File: config.mk
export PLATFORM = sky130hd
export DESIGN_NAME = dram_arbiter
export DESIGN_NICKNAME = d
export VERILOG_FILES = /design/src/rtl/dram_arbiter.sv
export SDC_FILE = /design/constraint.sdc
export NUM_CORES = 1
export LEC_CHECK = 0
export ABC_AREA = 1
export CORE_AREA = 2 2 122 124
export DETAILED_ROUTE_END_ITERATION = 16
export DIE_AREA = 0 0 124 126
export PLACE_DENSITY = 0.67
export SKIP_CTS_REPAIR_TIMING = 1
export SLEW_MARGIN = 40
export SYNTH_ARGS = -nofsm -noshare
export SYNTH_HDL_FRONTEND = slang
export SYNTH_SLANG_ARGS = --single-unit
File: constraint.sdc
create_clock -name clk -period 2.7 [get_ports clk]
set_input_delay 0.27 -clock clk [delete_from_list [all_inputs] [get_ports clk]]
set_output_delay 0.27 -clock clk [all_outputs]
set_load 0.1 [all_outputs]
File: src/rtl/dram_arbiter.sv
// Two-port data RAM arbiter: fixed priority to the LSU (port 0),
// with a starvation counter that guarantees the debug/DMA port service.
module dram_arbiter #(
  parameter int DEPTH        = 1024,
  parameter int STARVE_LIMIT = 4
) (
  input  logic        clk,
  input  logic        rst,
  input  logic        p0_req,
  input  logic        p0_we,
  input  logic [3:0]  p0_be,
  input  logic [31:0] p0_addr,
  input  logic [31:0] p0_wdat,
  output logic        p0_gnt,
  output logic        p0_rvalid,
  output logic [31:0] p0_rdata,
  output logic        p0_err,
  input  logic        p1_req,
  input  logic        p1_we,
  input  logic [3:0]  p1_be,
  input  logic [31:0] p1_addr,
  input  logic [31:0] p1_wdat,
  output logic        p1_gnt,
  output logic        p1_rvalid,
  output logic [31:0] p1_rdata,
  output logic        p1_err,
  output logic        dram_we,
  output logic [3:0]  dram_we_byte,
  output logic [31:0] dram_addr,
  output logic [31:0] dram_wdat,
  input  logic [31:0] dram_dout
);

  localparam logic [32:0] ADDR_END = 33'(DEPTH) * 33'd4;
  localparam logic [7:0]  LIMIT    = 8'(STARVE_LIMIT);

  logic [7:0]  starve_cnt;
  logic        starved;
  logic        sel_we;
  logic [3:0]  sel_be;
  logic [31:0] sel_addr;
  logic [31:0] sel_wdat;
  logic        oor;
  logic [31:0] rsp_data;

  assign starved = starve_cnt == LIMIT;
  assign p0_gnt  = p0_req & ~(p1_req & starved);
  assign p1_gnt  = p1_req & ~p0_gnt;

  always_comb begin
    sel_we   = 1'b0;
    sel_be   = 4'h0;
    sel_addr = 32'h0;
    sel_wdat = 32'h0;
    unique case (1'b1)
      p0_gnt: begin
        sel_we   = p0_we;
        sel_be   = p0_be;
        sel_addr = p0_addr;
        sel_wdat = p0_wdat;
      end
      p1_gnt: begin
        sel_we   = p1_we;
        sel_be   = p1_be;
        sel_addr = p1_addr;
        sel_wdat = p1_wdat;
      end
      default: ;
    endcase
  end

  // Out-of-range accesses are still granted, but must never reach the RAM.
  assign oor          = {1'b0, sel_addr} >= ADDR_END;
  assign dram_we      = sel_we & ~oor;
  assign dram_we_byte = dram_we ? sel_be : 4'h0;
  assign dram_addr    = sel_addr;
  assign dram_wdat    = sel_wdat;

  assign rsp_data = (sel_we | oor) ? 32'h0 : dram_dout;

  always_ff @(posedge clk or posedge rst) begin
    if (rst) begin
      starve_cnt <= 8'h0;
    end else if (!p1_req || p1_gnt) begin
      starve_cnt <= 8'h0;
    end else if (starve_cnt < LIMIT) begin
      starve_cnt <= starve_cnt + 8'h1;
    end
  end

  always_ff @(posedge clk or posedge rst) begin
    if (rst) begin
      p0_rvalid <= 1'b0;
      p0_rdata  <= 32'h0;
      p0_err    <= 1'b0;
    end else begin
      p0_rvalid <= p0_gnt;
      if (p0_gnt) begin
        p0_rdata <= rsp_data;
        p0_err   <= oor;
      end
    end
  end

  always_ff @(posedge clk or posedge rst) begin
    if (rst) begin
      p1_rvalid <= 1'b0;
      p1_rdata  <= 32'h0;
      p1_err    <= 1'b0;
    end else begin
      p1_rvalid <= p1_gnt;
      if (p1_gnt) begin
        p1_rdata <= rsp_data;
        p1_err   <= oor;
      end
    end
  end

endmodule

wires.png
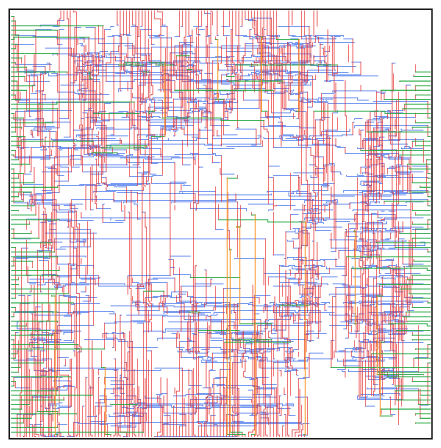
- metal 3: green (wire length 1710 um)
- metal 1: blue (wire length 7000 um)
- metal 2: red (wire length 9800 um)
- metal 4: orange (wire length 501 um)

detail.png
Region (42, 18) to (82, 58) um. Cells in grey, sequential cells in the stronger grey; small squares are vias.
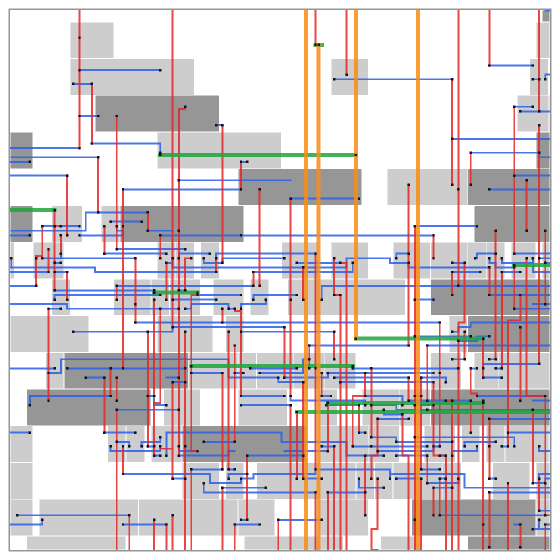
- metal 3: green
- metal 2: red
- metal 4: orange
- metal 1: blue
- sequential cells in the window: 12
- netlist names of flops here include: `p1_rdata` (6), `p0_rdata` (3), `starve_cnt` (3)
- most frequent: nand2_1 (20), dfrtp_1 (12), buf_4 (12)
- cells with their middle in the window: 80

==> changes_impl.md <==
### Implementation results

- Outcome: finished with violations
- Failing checks: negative setup slack
- CTS Buf Count: 9
- Max Clk Rate: 349 MHz
- Crit path cell chain: inv_2 > ha_4 > nand2_2 > nor2_4 > nand2_2 > nand2_4 > buf_12 > o21ai_4 > inv_1 > nand2_1 > nor2_1 > nand2_1 > nor2_4 > nand2_8 > a21oi_4 > buf_12
- Final Util: 0.639
- Die area: 0.0156 sq mm
- Non-clk bufs: 373
- Initial antenna violation count: 2
- Root Driver: clkbuf_16
- Routed length per instance: 18.3 um
- Clock sinks: 76
- Die Wd: 124 um
- Worst Skew: 0.0119 ns
- Synth Seq Share: 0.475
- # nets final: 1021
- Core area: 0.0143 sq mm
- GR Overflow Total: 0
- Yosys chip area: 0.00401 sq mm
- Period minus WS final: 2.87 ns
- 1st-pass router iterations: 4
- Latency at later pin: 0.33 ns
- Critical Path Start Type: flip-flop
- Hold crit path type: input port to async pin
- Largest delay share family, worst path: simple AND/OR/NAND/NOR gates
- # diodes: 2
- Seq/total area: 0.208
- Post-route cell area: 0.00915 sq mm
- Final setup violation count: 5
- Final GP Congestion: 0.860
- Post-layout power: 0.00411 W
- P per Cell Area: 449 mW/mm^2
- Logic area: 0.00224 sq mm
- GRT Max-Usage Layer: met2
- Max-cap violations: 0
- Leakage: 4.45 nW
- CP required: 2.43 ns
- Cell type with the largest total area: dfrtp_1
- Antenna-violating nets left: 0
- Layout clock buffer count: 9
- Cycle use final: 1.06
- Worst setup EP type: output pin
- I/O Buffers: 312
- RSZ-0062 raised after global routing: yes
- Setup TNS Final: -0.746 ns
- Pre-CTS setup slack: -0.129 ns
- Signal buf overhead: 0.470
- CTS tree: yes
- Global-route wire length before repair: 27300 um
- Count of tool warnings: 29
- Filler instances: 1136
- Post-Synthesis Cell Area: 0.00401 sq mm
- Vias in the first global route: 5104
- Rows: 44
- Iter 0 DRT Violations: 178
- Slew @ Worst Pin: 0.642 ns
- Slew Limit Fails: 0
- Area leader share: 0.475
- Via count of the routed design: 5137
- Final worst setup slack: -0.167 ns
- Yosys warning total: 0
- Crit path kind: flip-flop to output pin
- Avg Inst Size Synth: 7.98 sq um
- Met3 usage in global routing: 0.0761
- GRT Overall Usage: 0.224
- Metal2 WL: 9800 um
- Post-DP Area: 0.00839 sq mm
- Netlist cell types: 24
- Share of cells above drive strength 1: 0.327
- H-tree depth: 3
- Worst path arrival time: 2.60 ns
- CTS clk-pin slew, worst paths: 0.06 ns
- Maximum number of pins on one net before global-route repair: 45
- Comb area share: 0.244
- Ys flops: 76
clk_routes.png
Bar = 20 um.
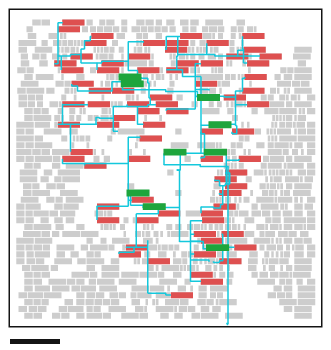
- clock drivers: green (count 9)
- flip-flops: red (count 76)
- clock wires: cyan (length 984 um)
- routed clock nets: 10

[Yosys cell counts, drive strengths merged]
master / instances
a21boi: 1
a21oi: 5
a22o: 44
buf: 24
clkbuf: 18
dfrtp: 76
ha: 2
inv: 35
nand2: 186
nand3: 13
nand4: 65
nor2: 16
nor4: 1
o21ai: 14
o22ai: 1
or2: 1
[report_power, final]
| part | switching, W | total, W | internal (W) |
|---|---|---|---|
| sequential | 0.00000321 | 0.00115 | 0.00114 |
| combinational | 0.000945 | 0.00163 | 0.000686 |
| clock | 0.000504 | 0.00133 | 0.000826 |
[flip-flops by register name (all words and copies together), names as in the netlist]
register and flops:
p1_err 1, p0_rvalid 1, p1_rvalid 1, p1_rdata 32
starve_cnt 8, p0_err 1, p0_rdata 32
[worst register-to-register path, delay by kind of cell (launching register included)]
kind | cells | cell delay [ns]
simple gates | 10 | 1.13
buf+inv | 5 | 0.72
flops | 1 | 0.40
fa+ha+maj | 1 | 0.12
compound gates | 1 | 0.05
[cells by family after synthesis]
kind of cell	share of synthesized area
simple gates	0.311
fa+ha+maj	0.00624
compound gates	0.124
flops	0.475
buf+inv	0.0837
[final timing paths]
| path | cells after the start | to | slack (ns) | startpoint |
|---|---|---|---|---|
| min in group clk | 2 | p0_rdata[9] | 0.48 | p0_rdata[9] |
| max reg2reg | 17 | p0_rdata[23] | 0.22 | starve_cnt[0] |
| max in group asynchronous | 3 | p1_rdata[10] | 1.73 | rst |
| max | 16 | dram_we_byte[3] | -0.17 | starve_cnt[0] |
| min reg2reg | 2 | p0_rdata[9] | 0.48 | p0_rdata[9] |
| min | 2 | p0_rdata[8] | 0.33 | rst |
Power and IR drop assume default switching activity.
